**Run 1: where the registers sit**

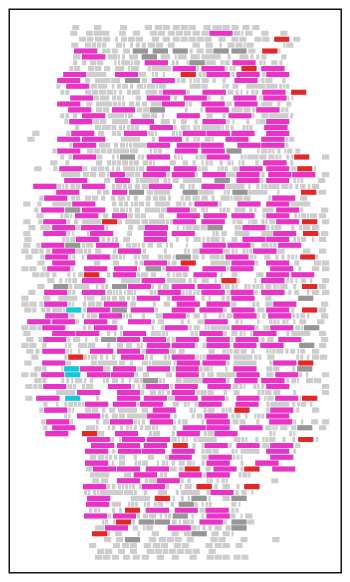
**Run 1: placement view**

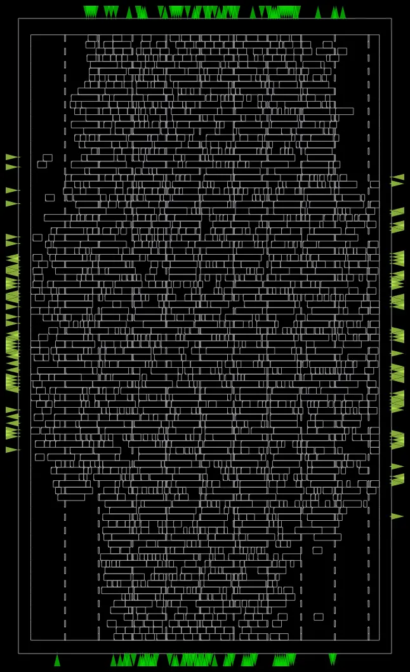
**Run 1: the metal 4 layer**

The bar under the picture is 50 um long. Supply wires on this layer in gray.
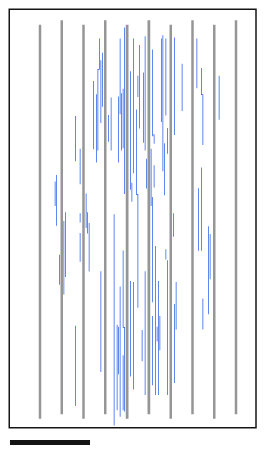
[config.mk]
export PLATFORM = sky130hd
export DESIGN_NAME = rs_queue
export DESIGN_NICKNAME = d
export VERILOG_FILES = /design/src/rtl/rs_pkg.sv /design/src/rtl/rs_select.sv /design/src/rtl/rs_queue.sv
export SDC_FILE = /design/constraint.sdc
export NUM_CORES = 1
export LEC_CHECK = 0
export CORE_ASPECT_RATIO = 1.75
export CORE_MARGIN = 5
export CORE_UTILIZATION = 52
export DETAILED_ROUTE_END_ITERATION = 10
export PLACE_DENSITY = 0.77
export SYNTH_ARGS = -nofsm -noshare
export SYNTH_HDL_FRONTEND = slang
export SYNTH_SLANG_ARGS = --single-unit
[constraint.sdc]
create_clock -name clk_in -period 4.6 [get_ports clk_in]
set_input_delay 1.38 -clock clk_in [delete_from_list [all_inputs] [get_ports clk_in]]
set_output_delay 1.38 -clock clk_in [all_outputs]
set_load 0.01 [all_outputs]
[src/rtl/rs_pkg.sv]
// rs_pkg: shared definitions for the reservation station slice.
//   - default parameter values for rs_queue / rs_select
//   - rs_entry_t: reference layout of one station entry at default widths
//   - rs_popcount: population count used for the occupancy output
// Optional feature macro: RS_AGE_ORDER_EN (oldest-first selection).
package rs_pkg;

  localparam int unsigned RS_DEPTH     = 4;
  localparam int unsigned RS_TAG_W     = 3;
  localparam int unsigned RS_DATA_W    = 32;
  localparam int unsigned RS_OP_W      = 4;
  localparam int unsigned RS_AGE_W     = $clog2(RS_DEPTH);
  // Upper bound on DEPTH accepted by rs_popcount.
  localparam int unsigned RS_MAX_DEPTH = 64;

  typedef struct packed {
    logic                 busy;
    logic [RS_TAG_W-1:0]  qi;
    logic [RS_TAG_W-1:0]  qj;
    logic [RS_DATA_W-1:0] vi;
    logic [RS_DATA_W-1:0] vj;
    logic                 i_rdy;
    logic                 j_rdy;
    logic [RS_TAG_W-1:0]  rob_ix;
    logic [RS_OP_W-1:0]   op;
    logic [RS_AGE_W-1:0]  age;
  } rs_entry_t;

  function automatic int unsigned rs_popcount(input logic [RS_MAX_DEPTH-1:0] v);
    int unsigned n;
    n = 0;
    for (int unsigned i = 0; i < RS_MAX_DEPTH; i++) begin
      if (v[i]) n++;
    end
    return n;
  endfunction

endpackage

[src/rtl/rs_select.sv]
// rs_select: combinational dispatch selector.
//   i_ready : per-entry candidate vector (busy and both operands ready)
//   i_age   : per-entry age, only with RS_AGE_ORDER_EN
//   o_idx   : chosen entry index
//   o_found : at least one candidate exists
// RS_AGE_ORDER_EN defined: largest age wins, ties go to the lowest index.
// Otherwise: lowest-index candidate wins.
module rs_select
  import rs_pkg::*;
#(
  parameter int unsigned DEPTH = RS_DEPTH,
  parameter int unsigned IDX_W = $clog2(DEPTH)
) (
  input  logic [DEPTH-1:0]            i_ready,
`ifdef RS_AGE_ORDER_EN
  input  logic [DEPTH-1:0][IDX_W-1:0] i_age,
`endif
  output logic [IDX_W-1:0]            o_idx,
  output logic                        o_found
);

`ifdef RS_AGE_ORDER_EN
  logic [IDX_W-1:0] w_best_age;

  always_comb begin
    o_idx      = '0;
    o_found    = 1'b0;
    w_best_age = '0;
    // Strict compare keeps the lowest index among equal ages.
    for (int unsigned i = 0; i < DEPTH; i++) begin
      if (i_ready[i] && (!o_found || (i_age[i] > w_best_age))) begin
        o_idx      = IDX_W'(i);
        w_best_age = i_age[i];
        o_found    = 1'b1;
      end
    end
  end
`else
  always_comb begin
    o_idx   = '0;
    o_found = 1'b0;
    for (int unsigned i = 0; i < DEPTH; i++) begin
      if (i_ready[i] && !o_found) begin
        o_idx   = IDX_W'(i);
        o_found = 1'b1;
      end
    end
  end
`endif

endmodule

[src/rtl/rs_queue.sv]
// rs_queue: parametrised reservation station between issue and one FU.
// Holds up to DEPTH instructions, captures operands from the CDB (also at
// insert time), and dispatches one ready instruction per cycle through a
// stalling output register with a valid/ready handshake.
// Ports:
//   clk_in, rst_in (sync, active-high), flush_in
//   ins_*            : issue-side insert interface, ins_ready_out = free slot
//   cdb_*            : common data bus broadcast
//   out_valid_out, fu_ready_in, rval1_out, rval2_out, op_out, rob_ix_out
//   count_out        : number of busy entries (registered busy vector)
// Optional feature macro: RS_AGE_ORDER_EN (oldest-ready-first dispatch).
module rs_queue
  import rs_pkg::*;
#(
  parameter int unsigned DEPTH  = RS_DEPTH,
  parameter int unsigned TAG_W  = RS_TAG_W,
  parameter int unsigned DATA_W = RS_DATA_W,
  parameter int unsigned OP_W   = RS_OP_W
) (
  input  logic                       clk_in,
  input  logic                       rst_in,
  input  logic                       flush_in,
  input  logic                       ins_valid_in,
  output logic                       ins_ready_out,
  input  logic [TAG_W-1:0]           ins_qi_in,
  input  logic [TAG_W-1:0]           ins_qj_in,
  input  logic [DATA_W-1:0]          ins_vi_in,
  input  logic [DATA_W-1:0]          ins_vj_in,
  input  logic                       ins_i_rdy_in,
  input  logic                       ins_j_rdy_in,
  input  logic [TAG_W-1:0]           ins_rob_ix_in,
  input  logic [OP_W-1:0]            ins_op_in,
  input  logic                       cdb_valid_in,
  input  logic [TAG_W-1:0]           cdb_rob_ix_in,
  input  logic [DATA_W-1:0]          cdb_value_in,
  output logic                       out_valid_out,
  input  logic                       fu_ready_in,
  output logic [DATA_W-1:0]          rval1_out,
  output logic [DATA_W-1:0]          rval2_out,
  output logic [OP_W-1:0]            op_out,
  output logic [TAG_W-1:0]           rob_ix_out,
  output logic [$clog2(DEPTH+1)-1:0] count_out
);

  localparam int unsigned IDX_W = $clog2(DEPTH);
  localparam int unsigned CNT_W = $clog2(DEPTH+1);

  // Entry payload at the instance widths; busy and age live in their own
  // vectors so the selector and occupancy logic can read them directly.
  typedef struct packed {
    logic [TAG_W-1:0]  qi;
    logic [TAG_W-1:0]  qj;
    logic [DATA_W-1:0] vi;
    logic [DATA_W-1:0] vj;
    logic              i_rdy;
    logic              j_rdy;
    logic [TAG_W-1:0]  rob_ix;
    logic [OP_W-1:0]   op;
  } ent_t;

  logic [DEPTH-1:0]        r_busy;
  ent_t                    r_ent [DEPTH];
  logic                    r_out_valid;
  logic [DATA_W-1:0]       r_rval1;
  logic [DATA_W-1:0]       r_rval2;
  logic [OP_W-1:0]         r_op;
  logic [TAG_W-1:0]        r_rob_ix;

  logic [IDX_W-1:0]        w_free_idx;
  logic                    w_has_free;
  logic                    w_ins;
  ent_t                    w_ins_ent;
  logic [DEPTH-1:0]        w_cand;
  logic [IDX_W-1:0]        w_sel_idx;
  logic                    w_sel_found;
  logic                    w_load;
  logic [RS_MAX_DEPTH-1:0] w_busy_ext;

`ifdef RS_AGE_ORDER_EN
  localparam logic [IDX_W-1:0] AGE_MAX = IDX_W'(DEPTH - 1);
  logic [IDX_W-1:0]            r_age [DEPTH];
  logic [DEPTH-1:0][IDX_W-1:0] w_age_vec;

  always_comb begin
    for (int unsigned i = 0; i < DEPTH; i++) w_age_vec[i] = r_age[i];
  end
`endif

  // Lowest-index free slot from the registered busy vector, so a slot freed
  // by this cycle's dispatch load is only reusable next cycle.
  always_comb begin
    w_free_idx = '0;
    w_has_free = 1'b0;
    for (int unsigned i = 0; i < DEPTH; i++) begin
      if (!r_busy[i] && !w_has_free) begin
        w_free_idx = IDX_W'(i);
        w_has_free = 1'b1;
      end
    end
  end

  assign ins_ready_out = w_has_free;
  assign w_ins         = ins_valid_in && w_has_free;

  // Insert-time CDB capture for operands that are not yet ready.
  always_comb begin
    w_ins_ent.qi     = ins_qi_in;
    w_ins_ent.qj     = ins_qj_in;
    w_ins_ent.vi     = ins_vi_in;
    w_ins_ent.vj     = ins_vj_in;
    w_ins_ent.i_rdy  = ins_i_rdy_in;
    w_ins_ent.j_rdy  = ins_j_rdy_in;
    w_ins_ent.rob_ix = ins_rob_ix_in;
    w_ins_ent.op     = ins_op_in;
    if (!ins_i_rdy_in && cdb_valid_in && (ins_qi_in == cdb_rob_ix_in)) begin
      w_ins_ent.vi    = cdb_value_in;
      w_ins_ent.i_rdy = 1'b1;
    end
    if (!ins_j_rdy_in && cdb_valid_in && (ins_qj_in == cdb_rob_ix_in)) begin
      w_ins_ent.vj    = cdb_value_in;
      w_ins_ent.j_rdy = 1'b1;
    end
  end

  always_comb begin
    for (int unsigned i = 0; i < DEPTH; i++) begin
      w_cand[i] = r_busy[i] && r_ent[i].i_rdy && r_ent[i].j_rdy;
    end
  end

  rs_select #(
    .DEPTH (DEPTH),
    .IDX_W (IDX_W)
  ) u_select (
    .i_ready (w_cand),
`ifdef RS_AGE_ORDER_EN
    .i_age   (w_age_vec),
`endif
    .o_idx   (w_sel_idx),
    .o_found (w_sel_found)
  );

  assign w_load = (!r_out_valid || fu_ready_in) && w_sel_found;

  always_ff @(posedge clk_in) begin
    if (rst_in) begin
      r_busy      <= '0;
      r_out_valid <= 1'b0;
      r_rval1     <= '0;
      r_rval2     <= '0;
      r_op        <= '0;
      r_rob_ix    <= '0;
      for (int unsigned i = 0; i < DEPTH; i++) begin
        r_ent[i].i_rdy <= 1'b0;
        r_ent[i].j_rdy <= 1'b0;
`ifdef RS_AGE_ORDER_EN
        r_age[i]       <= '0;
`endif
      end
    end else if (flush_in) begin
      r_busy      <= '0;
      r_out_valid <= 1'b0;
      for (int unsigned i = 0; i < DEPTH; i++) begin
        r_ent[i].i_rdy <= 1'b0;
        r_ent[i].j_rdy <= 1'b0;
      end
    end else begin
      // CDB wakeup of waiting operands in busy entries.
      for (int unsigned i = 0; i < DEPTH; i++) begin
        if (r_busy[i] && cdb_valid_in) begin
          if (!r_ent[i].i_rdy && (r_ent[i].qi == cdb_rob_ix_in)) begin
            r_ent[i].vi    <= cdb_value_in;
            r_ent[i].i_rdy <= 1'b1;
          end
          if (!r_ent[i].j_rdy && (r_ent[i].qj == cdb_rob_ix_in)) begin
            r_ent[i].vj    <= cdb_value_in;
            r_ent[i].j_rdy <= 1'b1;
          end
        end
      end

      if (w_load) begin
        r_busy[w_sel_idx] <= 1'b0;
        r_out_valid       <= 1'b1;
        r_rval1           <= r_ent[w_sel_idx].vi;
        r_rval2           <= r_ent[w_sel_idx].vj;
        r_op              <= r_ent[w_sel_idx].op;
        r_rob_ix          <= r_ent[w_sel_idx].rob_ix;
      end else if (fu_ready_in) begin
        r_out_valid <= 1'b0;
      end

      // The free slot is never busy, so it cannot collide with the wakeup
      // or the dispatched slot above.
      if (w_ins) begin
        r_busy[w_free_idx] <= 1'b1;
        r_ent[w_free_idx]  <= w_ins_ent;
`ifdef RS_AGE_ORDER_EN
        for (int unsigned i = 0; i < DEPTH; i++) begin
          if (r_busy[i] && (r_age[i] != AGE_MAX)) r_age[i] <= r_age[i] + 1'b1;
        end
        r_age[w_free_idx] <= '0;
`endif
      end
    end
  end

  always_comb begin
    w_busy_ext             = '0;
    w_busy_ext[DEPTH-1:0]  = r_busy;
  end

  assign count_out     = CNT_W'(rs_popcount(w_busy_ext));
  assign out_valid_out = r_out_valid;
  assign rval1_out     = r_rval1;
  assign rval2_out     = r_rval2;
  assign op_out        = r_op;
  assign rob_ix_out    = r_rob_ix;

endmodule

==> flow_summary.ini, run 1 <==
; yosys + openroad results
[critical_path]
crit_path_cell_trace = inv_1, ha_1, xor2_1, ha_1, mux2_2, clkdlybuf4s50_1
cp_top_family = adder cells
ff2ff_path_depth = 6
required_ns = 3.22
max_stage_delay_ns = 0.59
r2r_setup_slack_ns = 1.89

[final_timing]
tightestPinTransition_ns = 1.195
layout_min_cycle_time_ns = 4.202
drv_slew = 0
hold_violations = 0
setup_tns_ns = 0
setup_ws_ns = 0.3985
relSlewSlack = 0.2036

[layout]
synthToLayoutAreaGrowth_pct = 18.29
lay_top_count = edfxtp_1
final_layout_size_suffix_gt1_frac = 0.08657

[pwr]
power_mw = 7.188
clockPowerShare = 0.401
combinationalPower_uw = 450
internal-power_mw = 5.640

[yosys]
postSynthAreaPerCell_sq_um = 11.06
ys_cells = 1674
ys_sh_aoi = 0.2006
synthTopCellsByArea = edfxtp_1 (51%), dfxtp_1 (8.6%), o2bb2ai_1 (5.6%), a21oi_1 (5.6%), o21ai_0 (3.7%)
synth_flops = 392
synthAdderAreaFrac = 0.003378
simple_gate_share = 0.1084
async_flop_share = 0

[status]
status = finished clean

[grt]
grt_remaining_overflow = 0
antenna_found_initial = 1

[routing]
drt_iter0_markers = 1276

[clock_network]
root_buffer = clkbuf_16
cts_buffers = 35

[run]
warnings = 29

[floorplanning]
die_w_um = 152.7
ios = 196

[place]
routabilityCongestion = 0.8287
hpwlAfterDp_mm = 33.49

[hold_path]
hold_depth = 2
About 'where the registers sit':
legend:
  cyan:
    netlist_name: `op_out`
    placed_flops: 4
  red:
    netlist_name: `rval1_out`
    placed_flops: 32
    where: all over the die
  magenta:
    netlist_name: `r_ent`
    placed_flops: 316
    where: all over the die

About 'placement view':
row cnt: 91
Fill cells: 2725
FFs & Latches: 392

About 'the metal 4 layer':
nets with wire on the layer: 55
share of all routed wire: 6.0%
wire length on this layer: 3290 um
longest straight run: 131 um
main direction: vertical

[run 1: layer usage]
metal | up-vias | global-route usage | wire (um)
met4 | 2 | 0.1622 | 3290
met3 | 172 | 0.04296 | 5043
met2 | 906 | 0.4803 | 28410
li1 | 6414 | - | -
met5 | - | 0 | 13
met1 | 6895 | 0.2981 | 18410
[run 1: cell usage after synthesis (3+ instances only)]
cell       number
a211oi_1       54
a211oi_2       16
a21oi_1       206
a31oi_1         5
and2_1         56
and3_1          5
buf_1          13
buf_2          40
buf_4           4
buf_6          10
clkbuf_1      109
dfxtp_1        80
edfxtp_1      312
ha_1            5
inv_1           5
mux2i_1        64
nand2_1       154
nand2b_1        3
nand3_1        82
nand4_1         6
nor2_1        109
nor3_1          5
nor4_1          3
nor4_2          3
o21ai_0       138
o2bb2ai_1     118
o2bb2ai_2      10
xnor2_1         7
xor2_1         26
[run 1: layout make-up]
cell class	instances	area [sq um]	share of cell area
Sequential cell	392	10970	0.5007
Inverter	6	25.02	0.001142
Tap cell	465	581.8	0.02656
Clock inverter	11	108.9	0.004969
Clock buffer	51	996.0	0.04546
Multi-Input combinational cell	1100	6824	0.3115
Timing Repair Buffer	242	2402	0.1097
[run 1: state kept, by name (all words and copies together) (netlist names)]
register,cells
out_valid_out,1
op_out,4
rval1_out,32
r_ent,316
r_busy,4
rval2_out,32
rob_ix_out,3
[run 1: per-stage QoR]
step / cells / util / area (sq um) / hold slack, ns
after floorplan: 1674 / - / 18520 / 0.4656
after global placement: 2205 / 0.5894 / 20800 / 0.4890
after detailed placement: 2205 / 0.5894 / 20800 / 0.4935
after CTS: 2267 / 0.6207 / 21910 / 0.5022
after global routing: 2267 / 0.6207 / 21910 / 0.5230
final: 2267 / 0.6207 / 21910 / 0.4979
## Run 2: what changed since run 1
--- a/config.mk
+++ b/config.mk
@@ -7,9 +7,10 @@
 export LEC_CHECK = 0
 export CORE_ASPECT_RATIO = 1.75
 export CORE_MARGIN = 5
-export CORE_UTILIZATION = 52
+export CORE_UTILIZATION = 38
 export DETAILED_ROUTE_END_ITERATION = 10
-export PLACE_DENSITY = 0.77
+export GPL_TIMING_DRIVEN = 0
+export PLACE_DENSITY = 0.59
 export SYNTH_ARGS = -nofsm -noshare
 export SYNTH_HDL_FRONTEND = slang
 export SYNTH_SLANG_ARGS = --single-unit
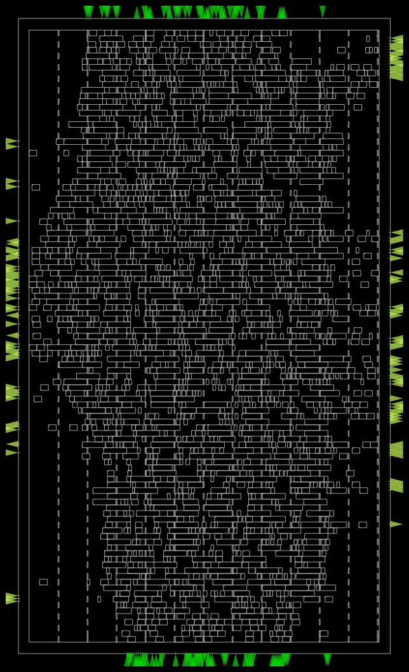
**Above:** run 2 (placement view).
Fill cells: 4637
Seq/total area: 0.4887
row cnt: 107

==> run 2 against run 1 <==
Synthesized cell count did not move. Worst hold slack improved by 0.0012 ns. Register-to-register slack got worse by 1.1 ns. First-iteration DRC count rose by 6.1%. Die area rose by 35%. Setup slack got worse by 0.28 ns. Critical path type is now primary input to register.
==> flow_summary.ini, run 2 <==
; yosys + openroad results
[layout]
regArea_sq_um = 10970
largest_register_ff_count = 316
synthToLayoutAreaGrowth_pct = 21.22
fin_util = 0.4632
fin_cells = 2568
lay_top_count = edfxtp_1
finalInstanceArea_sq_um = 22450

[clock_network]
cts_buffers = 39
root_buffer = clkbuf_16

[critical_path]
max_stage_delay_ns = 0.73
cp_top_family = buffers and inverters
required_ns = 4.89

[grt]
antenna_found_initial = 3
grt_remaining_overflow = 0

[run]
warnings = 29

[floorplanning]
ios = 196
die_w_um = 176.9

[yosys]
synth_flops = 392
postSynthAreaPerCell_sq_um = 11.06
ys_top_cells_by_count = edfxtp_1 (312), a21oi_1 (206), nand2_1 (154)
ys_cells = 1674
synthTopCellsByArea = edfxtp_1 (51%), dfxtp_1 (8.6%), o2bb2ai_1 (5.6%), a21oi_1 (5.6%), o21ai_0 (3.7%)
synth_top_cell_by_count = edfxtp_1
async_flop_share = 0

[status]
status = finished clean

[place]
dp_cells = 2494
hpwlAfterDp_mm = 48.25

[final_timing]
layout_min_cycle_time_ns = 4.484
relSlewSlack = 0.2172
setup_tns_ns = 0
tightestPinTransition_ns = 1.174
holdWs_ns = 0.4991
setup_ws_ns = 0.1165

[pwr]
power_mw = 7.630
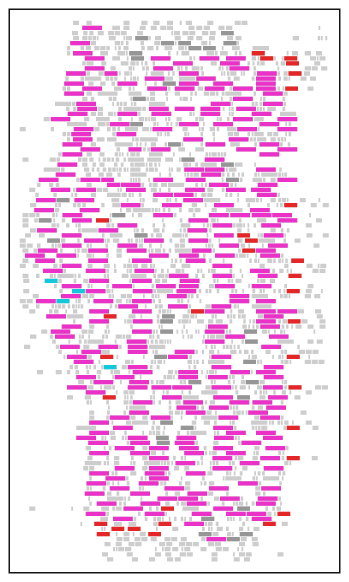
**Above:** run 2 (where the registers sit).
legend:
  red:
    netlist_name: `rval1_out`
    placed_flops: 32
  cyan:
    netlist_name: `op_out`
    placed_flops: 4
    where: left middle
  magenta:
    netlist_name: `r_ent`
    placed_flops: 316

[run 2: cell counts after synthesis]
Identical to the previous run, type by type.
[run 2: path summary, 6_finish.rpt]
check                start       endpoint  slack (ns)  cells past startpoint
max               flush_in   r_ent[1][63]        0.12                      8
min          rval1_out[13]  rval1_out[13]        0.50                      2
max reg2reg      r_busy[1]   r_ent[0][63]        0.81                      7
min reg2reg  rval1_out[13]  rval1_out[13]        0.50                      2
[run 2: area by class of cell]
cell class | instances | share of cell area
inverters | 6 | 0.001003
multi-input cells | 1100 | 0.3009
clock buffers | 53 | 0.04854
well taps | 654 | 0.03645
repair buffers | 166 | 0.07892
diodes | 2 | 0.0002229
clock inverters | 19 | 0.009586
flip-flops and latches | 392 | 0.4887
plain buffers | 176 | 0.03572
[run 2: layer usage]
layer | global-route usage | routed length (um)
met4 | 0.1344 | 4198
met3 | 0.03663 | 4535
met5 | 0 | 13
met1 | 0.2636 | 22980
met2 | 0.4395 | 34300
[run 2: worst register-to-register path, delay by kind of cell, from the launching register on]
family | cells | cell delay, ns
buf+inv | 4 | 2.00
fa+ha+maj | 1 | 0.28
simple gates | 2 | 0.71
flops | 1 | 0.53
[run 2: power breakdown]
part           internal (mW)  switching (mW)
clock network           1.90            1.43
registers               3.84          0.0146
logic                  0.162           0.283
[run 2: cell families (layout without fill, tap and decap cells)]
kind of cell | after synthesis | count (layout) | share of synthesized area
simple gates | 435 | 435 | 0.1084
fa+ha+maj | 5 | 5 | 0.003378
compound gates | 562 | 562 | 0.2006
mux | 65 | 65 | 0.03520
buf+inv | 182 | 420 | 0.04445
flops | 392 | 392 | 0.5924
other cells | 0 | 2 | 0
xor+xnor | 33 | 33 | 0.01561
## Run 3: what changed since run 2
--- a/config.mk
+++ b/config.mk
@@ -8,6 +8,7 @@
 export CORE_ASPECT_RATIO = 1.75
 export CORE_MARGIN = 5
 export CORE_UTILIZATION = 38
+export CTS_CLUSTER_SIZE = 8
 export DETAILED_ROUTE_END_ITERATION = 10
 export GPL_TIMING_DRIVEN = 0
 export PLACE_DENSITY = 0.59
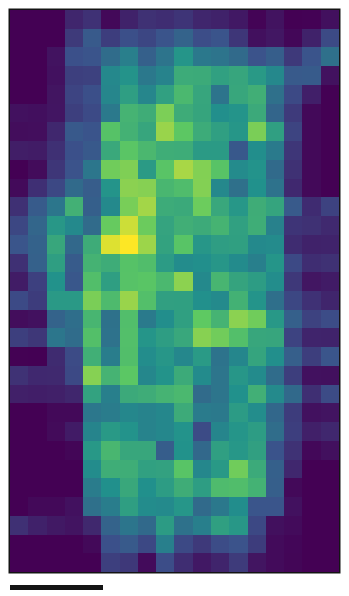
**Above:** run 3 (signal metal coverage by tile).
The bar under the picture is 50 um long. The die is cut into 18 by 30 equal tiles; dark purple is low, yellow is high, scaled to the fullest tile. Values are wire area over tile area, all layers added.
densest ninth of the die: middle
nearly empty tiles: 12%
emptiest ninth of the die: bottom left
drt total wl: 66.49 mm
aggregate global-route resource usage: 0.2418
WL/cell: 25.59 um
via count: 14879

==> run 3 against run 2 <==
Non-clock buffer count stayed put. Clock skew is 0.0033 ns lower. Flip-flop count stayed put. Area after synthesis stayed put. Count of clock-buffer cells in the layout is 47 higher. Highest routed layer unchanged.
==> flow_summary.ini, run 3 <==
; yosys + openroad results
[yosys]
postSynthAreaPerCell_sq_um = 11.06
logic_family = AND-OR/OR-AND gates
ys_top_cells_by_count = edfxtp_1 (312), a21oi_1 (206), nand2_1 (154)
ys_cells = 1674
synthAdderAreaFrac = 0.003378
synthXorXnorAreaFrac = 0.01561
ys_sh_aoi = 0.2006
mux_share = 0.03520
synth_top_cell_by_count = edfxtp_1
simple_gate_share = 0.1084
synthTopCellsByArea = edfxtp_1 (51%), dfxtp_1 (8.6%), o2bb2ai_1 (5.6%), a21oi_1 (5.6%), o21ai_0 (3.7%)

[place]
placed_area_sq_um = 21140
dp_cells = 2494

[layout]
largest_register_ff_count = 316

[status]
status = finished clean

[final_timing]
tightestPinTransition_ns = 1.201
setup_ws_ns = 0.06698
drv_slew = 0
relSlewSlack = 0.1991

[clock_network]
cts_buffers = 54

[grt]
use_met1 = 0.2668
antenna_found_initial = 3
grt_busiest_layer = met2
grt_remaining_overflow = 0
grt.met2_usage = 0.4411

[pwr]
power_mw = 8.077

[floorplanning]
ios = 196

[critical_path]
required_ns = 4.91

[routing]
wl_met2_mm = 34.52
drt_iter0_markers = 1390

[run]
warnings = 29
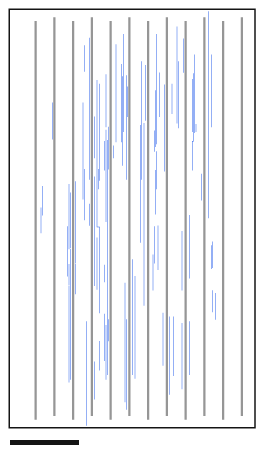
**Above:** run 3 (the metal 4 layer).
The bar under the picture is 50 um long. Supply wires on this layer in gray.
main direction: vertical
wire length on this layer: 3980 um

==> run 3: cell counts after synthesis <==
No cell type changed its count.
==> run 3: critical path, cell delays in order <==
cell	delay [ns]
clkdlybuf4s50_1	0.51
nor2_2	0.09
nand2_1	0.09
or3_1	0.09
clkbuf_1	0.42
clkbuf_1	0.65
clkbuf_1	0.65
nand2_2	0.59
buf_16	0.36
==> run 3: cells by family (layout without fill, tap and decap cells) <==
logic type / Yosys count / count (layout)
compound gates: 562 / 562
xor+xnor: 33 / 33
fa+ha+maj: 5 / 5
buf+inv: 182 / 450
flops: 392 / 392
mux: 65 / 65
other cells: 0 / 2
simple gates: 435 / 435
==> run 3: worst paths after layout <==
path | from | end | slack, ns | cells after the start
hold reg to reg | rval1_out[15] | rval1_out[15] | 0.50 | 2
setup reg to reg | r_busy[1] | r_ent[0][64] | 0.70 | 7
setup / recovery | flush_in | r_ent[0][64] | 0.07 | 9
hold / removal | rval1_out[15] | rval1_out[15] | 0.50 | 2
==> run 3: power by group <==
group	total [mW]	leakage (nW)	internal, mW	switching (mW)
sequential	3.86	3.47	3.85	0.0146
combinational	0.446	3.69	0.162	0.284
clock	3.77	0.745	2.24	1.53
total	8.08	7.91	6.24	1.83
==> run 3: repair_timing <==
action,CTS,global route
endpoints found under the setup margin,30,0
setup buffers,0,0
resized,1,0
==> run 3: cell type report <==
cell class,instances,area [sq um],share of cell area
Clock buffer,100,1545,0.06800
Inverter,6,22.52,0.0009911
Sequential cell,392,10970,0.4828
Multi-Input combinational cell,1100,6755,0.2973
Clock inverter,2,32.53,0.001432
Antenna cell,2,5.005,0.0002203
Buffer,176,802.0,0.03530
Tap cell,654,818.3,0.03601
Timing Repair Buffer,166,1772,0.07797
No activity file was given, so power comes from the tool's default toggle rates.
